Fig. 1: run 1, clock network drawn from the DEF
Scale bar: 50 um.
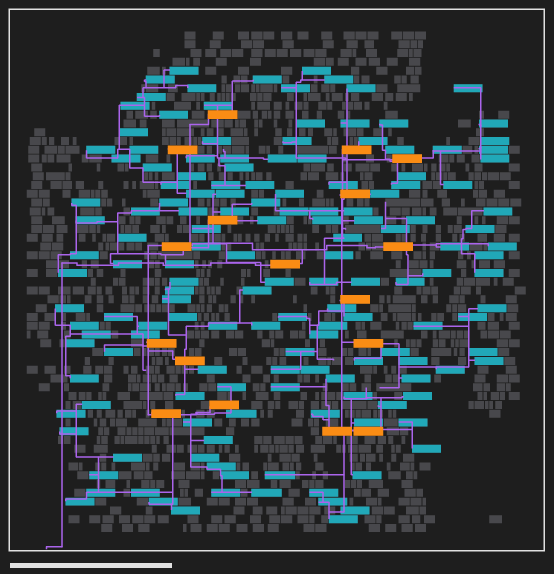
Fig. 2: run 1, metal 4
Supply wires on this layer in grey.
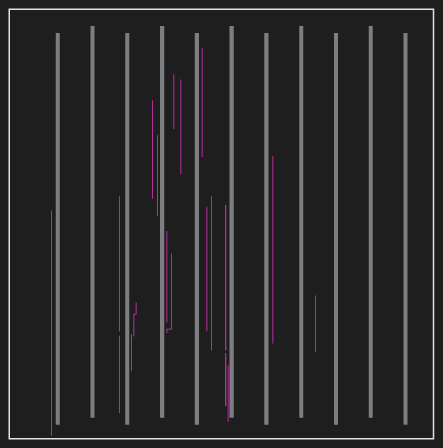
Fig. 3: run 1, sizing map
Scale bar: 50 um.
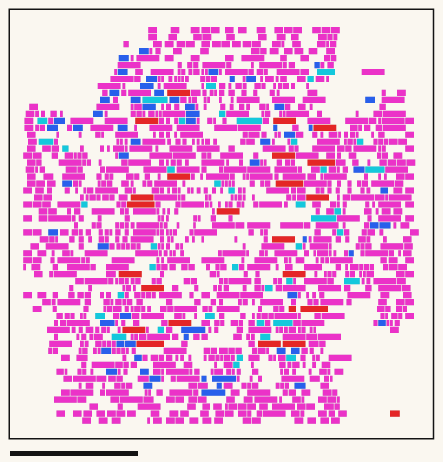
===== src/rtl/key_search_pkg.sv =====
// Shared types and the character-class screen for the multi-lane key search.
package key_search_pkg;

    typedef enum logic [1:0] {G_IDLE, G_RUN, G_FOUND, G_EXHAUSTED} glob_state_e;
    typedef enum logic [1:0] {L_IDLE, L_LOAD, L_WAIT_CHAR, L_DONE} lane_state_e;

    localparam logic [7:0] CHAR_SPACE = 8'd32;
    localparam logic [7:0] LOWER_A    = 8'd97;
    localparam logic [7:0] LOWER_Z    = 8'd122;
    localparam logic [7:0] PRINT_MAX  = 8'd126;

    // mode 0: lowercase letters or space; mode 1: any printable ASCII
    function automatic logic char_ok(input logic [7:0] ch, input logic mode);
        if (mode)
            return (ch >= CHAR_SPACE) && (ch <= PRINT_MAX);
        return (ch == CHAR_SPACE) || ((ch >= LOWER_A) && (ch <= LOWER_Z));
    endfunction

endpackage


===== src/rtl/key_search_lane.sv =====
// One search lane: owns its key, screens its core's bytes and pulses a restart
// whenever it moves on to the next interleaved key.
module key_search_lane
    import key_search_pkg::*;
#(
    parameter int                KEY_W     = 24,
    parameter int                NUM_CORES = 4,
    parameter int                MSG_LEN   = 32,
    parameter logic [KEY_W-1:0]  KEY_START = '0,
    parameter logic [KEY_W-1:0]  KEY_MAX   = '1,
    parameter int                LANE      = 0
) (
    input  logic             clok,
    input  logic             resetm,
    input  logic             init_i,
    input  logic             stop_i,
    input  logic             mode_i,
    input  logic             valid_i,
    input  logic [7:0]       data_i,
    input  logic [5:0]       idx_i,
    output logic [KEY_W-1:0] key_o,
    output logic             restart_o,
    output logic             pass_o,
    output logic             reject_o,
    output logic             done_o
);

    localparam logic [KEY_W:0] KEY_MAX_W  = {1'b0, KEY_MAX};
    localparam logic [KEY_W:0] KEY_INIT_W = {1'b0, KEY_START} + (KEY_W+1)'(LANE);
    localparam logic [KEY_W:0] KEY_STEP_W = (KEY_W+1)'(NUM_CORES);
    localparam logic [6:0]     MSG_LEN_W  = 7'(MSG_LEN);

    lane_state_e      state_q, state_d;
    logic [KEY_W-1:0] key_q, key_d;
    logic [KEY_W:0]   key_next;
    logic             in_msg, is_last, byte_ok, sampling;

    // One extra bit so stepping past the top of the key space is detectable
    assign key_next = {1'b0, key_q} + KEY_STEP_W;
    assign in_msg   = {1'b0, idx_i} < MSG_LEN_W;
    assign is_last  = {1'b0, idx_i} == (MSG_LEN_W - 7'd1);
    assign byte_ok  = char_ok(data_i, mode_i);
    assign sampling = (state_q == L_WAIT_CHAR) && valid_i && in_msg;

    assign pass_o    = sampling && byte_ok && is_last;
    assign reject_o  = sampling && !byte_ok;
    assign restart_o = (state_q == L_LOAD);
    assign done_o    = (state_q == L_DONE);
    assign key_o     = key_q;

    always_comb begin
        state_d = state_q;
        key_d   = key_q;
        if (init_i) begin
            key_d   = KEY_INIT_W[KEY_W-1:0];
            state_d = (KEY_INIT_W > KEY_MAX_W) ? L_DONE : L_LOAD;
        end else if (stop_i) begin
            state_d = L_IDLE;
        end else begin
            case (state_q)
                L_LOAD:      state_d = L_WAIT_CHAR;
                L_WAIT_CHAR: begin
                    if (reject_o) begin
                        if (key_next <= KEY_MAX_W) begin
                            key_d   = key_next[KEY_W-1:0];
                            state_d = L_LOAD;
                        end else begin
                            state_d = L_DONE;
                        end
                    end
                end
                default:     state_d = state_q;
            endcase
        end
    end

    always_ff @(posedge clok or negedge resetm) begin
        if (!resetm) begin
            state_q <= L_IDLE;
            key_q   <= KEY_INIT_W[KEY_W-1:0];
        end else begin
            state_q <= state_d;
            key_q   <= key_d;
        end
    end

endmodule


===== src/rtl/key_search_ctrl.sv =====
// Multi-lane key search controller: global FSM, winner select and the
// saturating rejected-key count over NUM_CORES interleaved lanes.
module key_search_ctrl
    import key_search_pkg::*;
#(
    parameter int               NUM_CORES = 4,
    parameter int               KEY_W     = 24,
    parameter int               MSG_LEN   = 32,
    parameter logic [KEY_W-1:0] KEY_START = '0,
    parameter logic [KEY_W-1:0] KEY_MAX   = KEY_W'(24'h3FFFFF)
) (
    input  logic                       clok,
    input  logic                       resetm,
    input  logic                       start,
    input  logic                       char_mode,
    input  logic [NUM_CORES-1:0]       char_valid,
    input  logic [8*NUM_CORES-1:0]     char_data,
    input  logic [6*NUM_CORES-1:0]     char_idx,
    output logic [KEY_W*NUM_CORES-1:0] core_key,
    output logic [NUM_CORES-1:0]       core_restart,
    output logic                       busy,
    output logic                       found,
    output logic [KEY_W-1:0]           found_key,
    output logic [2:0]                 found_core,
    output logic                       exhausted,
    output logic [KEY_W:0]             keys_rejected
);

    glob_state_e          state_q, state_d;
    logic                 mode_q, mode_d;
    logic [KEY_W-1:0]     found_key_q, found_key_d;
    logic [2:0]           found_core_q, found_core_d;
    logic [KEY_W:0]       rejected_q, rejected_d;
    logic [NUM_CORES-1:0] pass, reject, done;
    logic [KEY_W-1:0]     win_key;
    logic [2:0]           win_core;
    logic                 init, stop;

    function automatic logic [3:0] popcount(input logic [NUM_CORES-1:0] v);
        logic [3:0] c;
        c = '0;
        for (int i = 0; i < NUM_CORES; i++)
            c = c + 4'(v[i]);
        return c;
    endfunction

    function automatic logic [KEY_W:0] sat_add(input logic [KEY_W:0] a, input logic [3:0] b);
        logic [KEY_W+1:0] s;
        s = {1'b0, a} + (KEY_W+2)'(b);
        return s[KEY_W+1] ? '1 : s[KEY_W:0];
    endfunction

    // A start outside RUN re-initialises every lane, including after FOUND/EXHAUSTED
    assign init = start && (state_q != G_RUN);
    assign stop = (state_q == G_RUN) && (|pass);

    for (genvar i = 0; i < NUM_CORES; i++) begin : g_lane
        key_search_lane #(
            .KEY_W     (KEY_W),
            .NUM_CORES (NUM_CORES),
            .MSG_LEN   (MSG_LEN),
            .KEY_START (KEY_START),
            .KEY_MAX   (KEY_MAX),
            .LANE      (i)
        ) u_lane (
            .clok      (clok),
            .resetm    (resetm),
            .init_i    (init),
            .stop_i    (stop),
            .mode_i    (mode_q),
            .valid_i   (char_valid[i]),
            .data_i    (char_data[8*i +: 8]),
            .idx_i     (char_idx[6*i +: 6]),
            .key_o     (core_key[KEY_W*i +: KEY_W]),
            .restart_o (core_restart[i]),
            .pass_o    (pass[i]),
            .reject_o  (reject[i]),
            .done_o    (done[i])
        );
    end

    // Scan downward so the lowest passing lane wins
    always_comb begin
        win_key  = '0;
        win_core = '0;
        for (int i = NUM_CORES - 1; i >= 0; i--) begin
            if (pass[i]) begin
                win_key  = core_key[KEY_W*i +: KEY_W];
                win_core = 3'(i);
            end
        end
    end

    always_comb begin
        state_d      = state_q;
        mode_d       = mode_q;
        found_key_d  = found_key_q;
        found_core_d = found_core_q;
        rejected_d   = rejected_q;
        case (state_q)
            G_RUN: begin
                rejected_d = sat_add(rejected_q, popcount(reject));
                if (|pass) begin
                    state_d      = G_FOUND;
                    found_key_d  = win_key;
                    found_core_d = win_core;
                end else if (&done) begin
                    state_d = G_EXHAUSTED;
                end
            end
            default: begin
                if (start) begin
                    state_d      = G_RUN;
                    mode_d       = char_mode;
                    found_key_d  = '0;
                    found_core_d = '0;
                    rejected_d   = '0;
                end
            end
        endcase
    end

    always_ff @(posedge clok or negedge resetm) begin
        if (!resetm) begin
            state_q      <= G_IDLE;
            mode_q       <= 1'b0;
            found_key_q  <= '0;
            found_core_q <= '0;
            rejected_q   <= '0;
        end else begin
            state_q      <= state_d;
            mode_q       <= mode_d;
            found_key_q  <= found_key_d;
            found_core_q <= found_core_d;
            rejected_q   <= rejected_d;
        end
    end

    assign busy          = (state_q == G_RUN);
    assign found         = (state_q == G_FOUND);
    assign exhausted     = (state_q == G_EXHAUSTED);
    assign found_key     = found_key_q;
    assign found_core    = found_core_q;
    assign keys_rejected = rejected_q;

endmodule


===== config.mk =====
export PLATFORM = sky130hd
export DESIGN_NAME = key_search_ctrl
export DESIGN_NICKNAME = d
export VERILOG_FILES = /design/src/rtl/key_search_pkg.sv /design/src/rtl/key_search_lane.sv /design/src/rtl/key_search_ctrl.sv
export SDC_FILE = /design/constraint.sdc
export NUM_CORES = 1
export LEC_CHECK = 0
export CAP_MARGIN = 30
export CORE_AREA = 5 5 160 162
export DETAILED_ROUTE_END_ITERATION = 6
export DIE_AREA = 0 0 165 167
export PLACE_DENSITY = 0.67
export SETUP_SLACK_MARGIN = 0.05
export SYNTH_ARGS = -nofsm -noshare
export SYNTH_HDL_FRONTEND = slang
export SYNTH_HIERARCHICAL = 1
export SYNTH_SLANG_ARGS = --single-unit

===== constraint.sdc =====
create_clock -name clok -period 6.52 [get_ports clok]
set_input_delay 1.304 -clock clok [delete_from_list [all_inputs] [get_ports clok]]
set_output_delay 1.304 -clock clok [all_outputs]
set_load 0.005 [all_outputs]

==> summary.txt, run 1 <==
Notes on the physical implementation.

- The run finished with clean final reports.
- The number of buffer and inverter stages on the critical path is 3, for reference.
- For this run, asynchronously set or reset flops after synthesis account for 1.00.
- The completed layout was analyzed and its total power is 0.00330 W.
- The met1 usage in global routing is 0.326, for reference.
- The script logs the ratio of routed vias to standard cells as 5.85.
- The worst hold path cell count is 2, for reference.
- The global router's overall resource usage is 0.233, for reference.
- The stage logs contain a warning count of 31.
- For reference, the critical path cell chain is clkdlybuf4s50_1 -> or4_1 -> nor2_1 -> o211a_1 -> nor3_1 -> fa_1 -> inv_1 -> fa_1 -> inv_1 -> fa_1 -> nand3_1 -> nor2_2 -> nand4_2 -> a2111o_1 -> a31o_1.
- The cell-mix breakdown from Yosys lists the adder-cell area share as 0.0166.
- TritonCTS built the clock tree.
- Post-route period utilization is reported as 0.774.
- The total die area is 27600 um^2, for reference.
- The sequential portion of the cell area is 0.301, for reference.
- On the critical path the data arrives at 5.37 ns.
- The share of synthesized area in the top cell type comes to 0.388.
- Max-slew check failures listed in the final report amount to 0.
- Per the OpenROAD floorplan log, the width of the die is 165 um.
- The cell chosen for the clock root is clkbuf_16, for reference.
- The most common cell in the synthesized netlist is dfrtp_1.
- The cell total in the yosys stat output is 1119, for reference.
- The layout report lists the clock-cell share of area as 0.0512.
- The internal power is 0.00223 W, for reference.
- The flop count is 153, for reference.
- The antenna diode count is 0, for reference.
- STA on the placed design reports a worst setup slack of 1.07 ns.
- The number of ports placed on the die boundary is 219, for reference.
- The cell that appears most often on the critical path is fa_1.
- The met2 routed wirelength is 15.7 mm, for reference.
- The critical path crosses 15 cells after its start point.
- Sequential cells consume a total of 0.00136 W.
- The class of the most critical hold timing path is flip-flop to flip-flop, for reference.
- After filler insertion, the fill cell instance count of the layout stands at 2225.
About Fig. 1:
[clock drivers] orange | count: 17
[clock wires] purple | length: 2120 um
[flip-flops] cyan | count: 153
flops lie	spread over the die
clock latency of the later-clocked register in the worst-skew pair: 0.43 ns
part of the power in the clock network: 0.334
Final Skew: 0.00748 ns
Clock group: 0.00110 W

About Fig. 2:
main direction	vertical
share of all routed wire	2.3%
routed via count: 9601
wirelength, routed: 32.6 mm

About Fig. 3:
size	colour	cells	share	most used
_0 and _1 cells	magenta	1190	90%	clkdlybuf4s50_1
_6 and larger	red	24	1.8%	clkbuf_16
_3 and _4 cells	cyan	40	3.0%	buf_4
_2 cells	blue	62	4.7%	mux2_2
post-route cell area: 12700 um^2
post-synthesis to final-layout area growth: 31.6%
fin worst setup slack: 1.47 ns
non-clock buffer total of the final layout: 230

==> run 2: changes to the inputs <==
--- a/config.mk
+++ b/config.mk
@@ -9,7 +9,7 @@
 export CORE_AREA = 5 5 160 162
 export DETAILED_ROUTE_END_ITERATION = 6
 export DIE_AREA = 0 0 165 167
-export PLACE_DENSITY = 0.67
+export PLACE_DENSITY = 0.69
 export SETUP_SLACK_MARGIN = 0.05
 export SYNTH_ARGS = -nofsm -noshare
 export SYNTH_HDL_FRONTEND = slang
==> constraint.sdc (replaced) <==
create_clock -name clok -period 4.1 [get_ports clok]
set_input_delay 0.82 -clock clok [delete_from_list [all_inputs] [get_ports clok]]
set_output_delay 0.82 -clock clok [all_outputs]
set_load 0.005 [all_outputs]
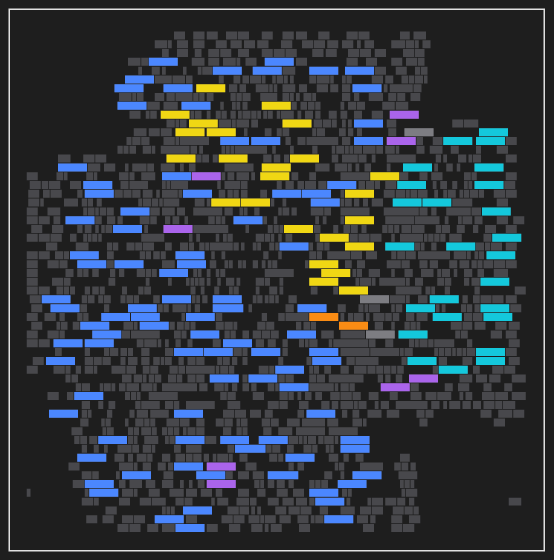
Fig. 4. Register map, names as in the netlist (run 2).
Other sequential cells in the stronger grey, the rest of the logic in the fainter grey.
netlist name	colour	flops
`g_lane.u_lane/key_o`	blue	91
`found_core`	orange	2
`found_key`	yellow	24
`g_lane.u_lane/state_q`	purple	8
`keys_rejected`	cyan	25
not coloured	3
register share of the cell area: 0.284
sequential standard cell area: 3830 um^2
post-layout utilization of the core: 0.563
power of the sequential group: 0.00213 W

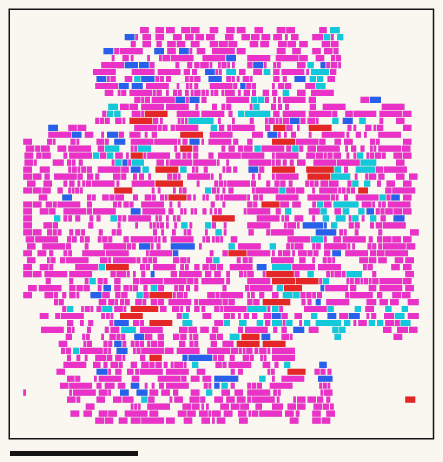
Fig. 5. Sizing map (run 2).
Scale bar: 50 um.
size	colour	cells	share	most used
_2 cells	blue	68	4.9%	mux2_2
_6 and larger	red	35	2.5%	clkbuf_16
_3 and _4 cells	cyan	110	7.9%	buf_4
_0 and _1 cells	magenta	1173	85%	clkdlybuf4s50_1
post-synthesis to final-layout area growth: 39.6%
fin worst setup slack: 0.135 ns
non-clock buffer total of the final layout: 302

==> run 2 against run 1 <==
Against the previous run:
- die area unchanged
- first-iteration DRC count up 20%
- sequential share of layout area down 1.7 points
- synthesized cell count unchanged
- global-route usage up 0.95 points
- clock-buffer cell count up 6
- sequential power up 57%
- core utilization up 3.3 points
- critical endpoint is now keys_rejected[16]$_DFFE_PN0P_
- worst setup slack worse by 1.3 ns
- design area up 6.1%
==> summary.txt, run 2 <==
Notes on the physical implementation.

- The fraction of synthesis flops using an asynchronous set or reset pin is 1.00, for reference.
- Traced cell by cell, the critical path runs through dlygate4sd2_1 -> or4_4 -> o21a_1 -> a211oi_4 -> nor2_4 -> fa_1 -> inv_1 -> fa_2 -> inv_2 -> fa_2 -> nand3_2 -> nor2_4 -> buf_6 -> nand3_4 -> o211ai_1 -> o311ai_1.
- The met2 routed wirelength is 16.1 mm, for reference.
- The antenna diode count is 1, for reference.
- The script reports the combined buffer and inverter count of the critical path as 4.
- The class of the most critical hold timing path is primary input to asynchronous set/reset pin, for reference.
- The die is 165 um wide.
- The cell chosen for the clock root is clkbuf_16, for reference.
- The final layout report lists a filler cell count of 2189.
- The most popular library cell in the synthesized design by count is dfrtp_1, for reference.
- The final timing summary puts the cycle share of the worst path at 0.967.
- The OpenROAD report gives the critical path a data arrival time of 4.25 ns.
- The total wire length is 33.7 mm, for reference.
- The post-route cell area is 13500 um^2, for reference.
- The minimum setup slack after placement is -0.572 ns, for reference.
- Counting buffers and inverters, the worst setup path is 16 cells deep.
- The OpenROAD warning count is 33, for reference.
- According to the I/O placement log, the pin count is 219.
- Sequential cells placed in the final layout were counted as 153.
- Measured on the final layout, the clock distribution area share stands at 0.0483.
- The flow ran to the end, and the final reports show no timing, DRC or antenna violations.
- The overall power consumption is 0.00542 W, for reference.
- The total die area is 27600 um^2, for reference.
Power and IR drop assume default switching activity.
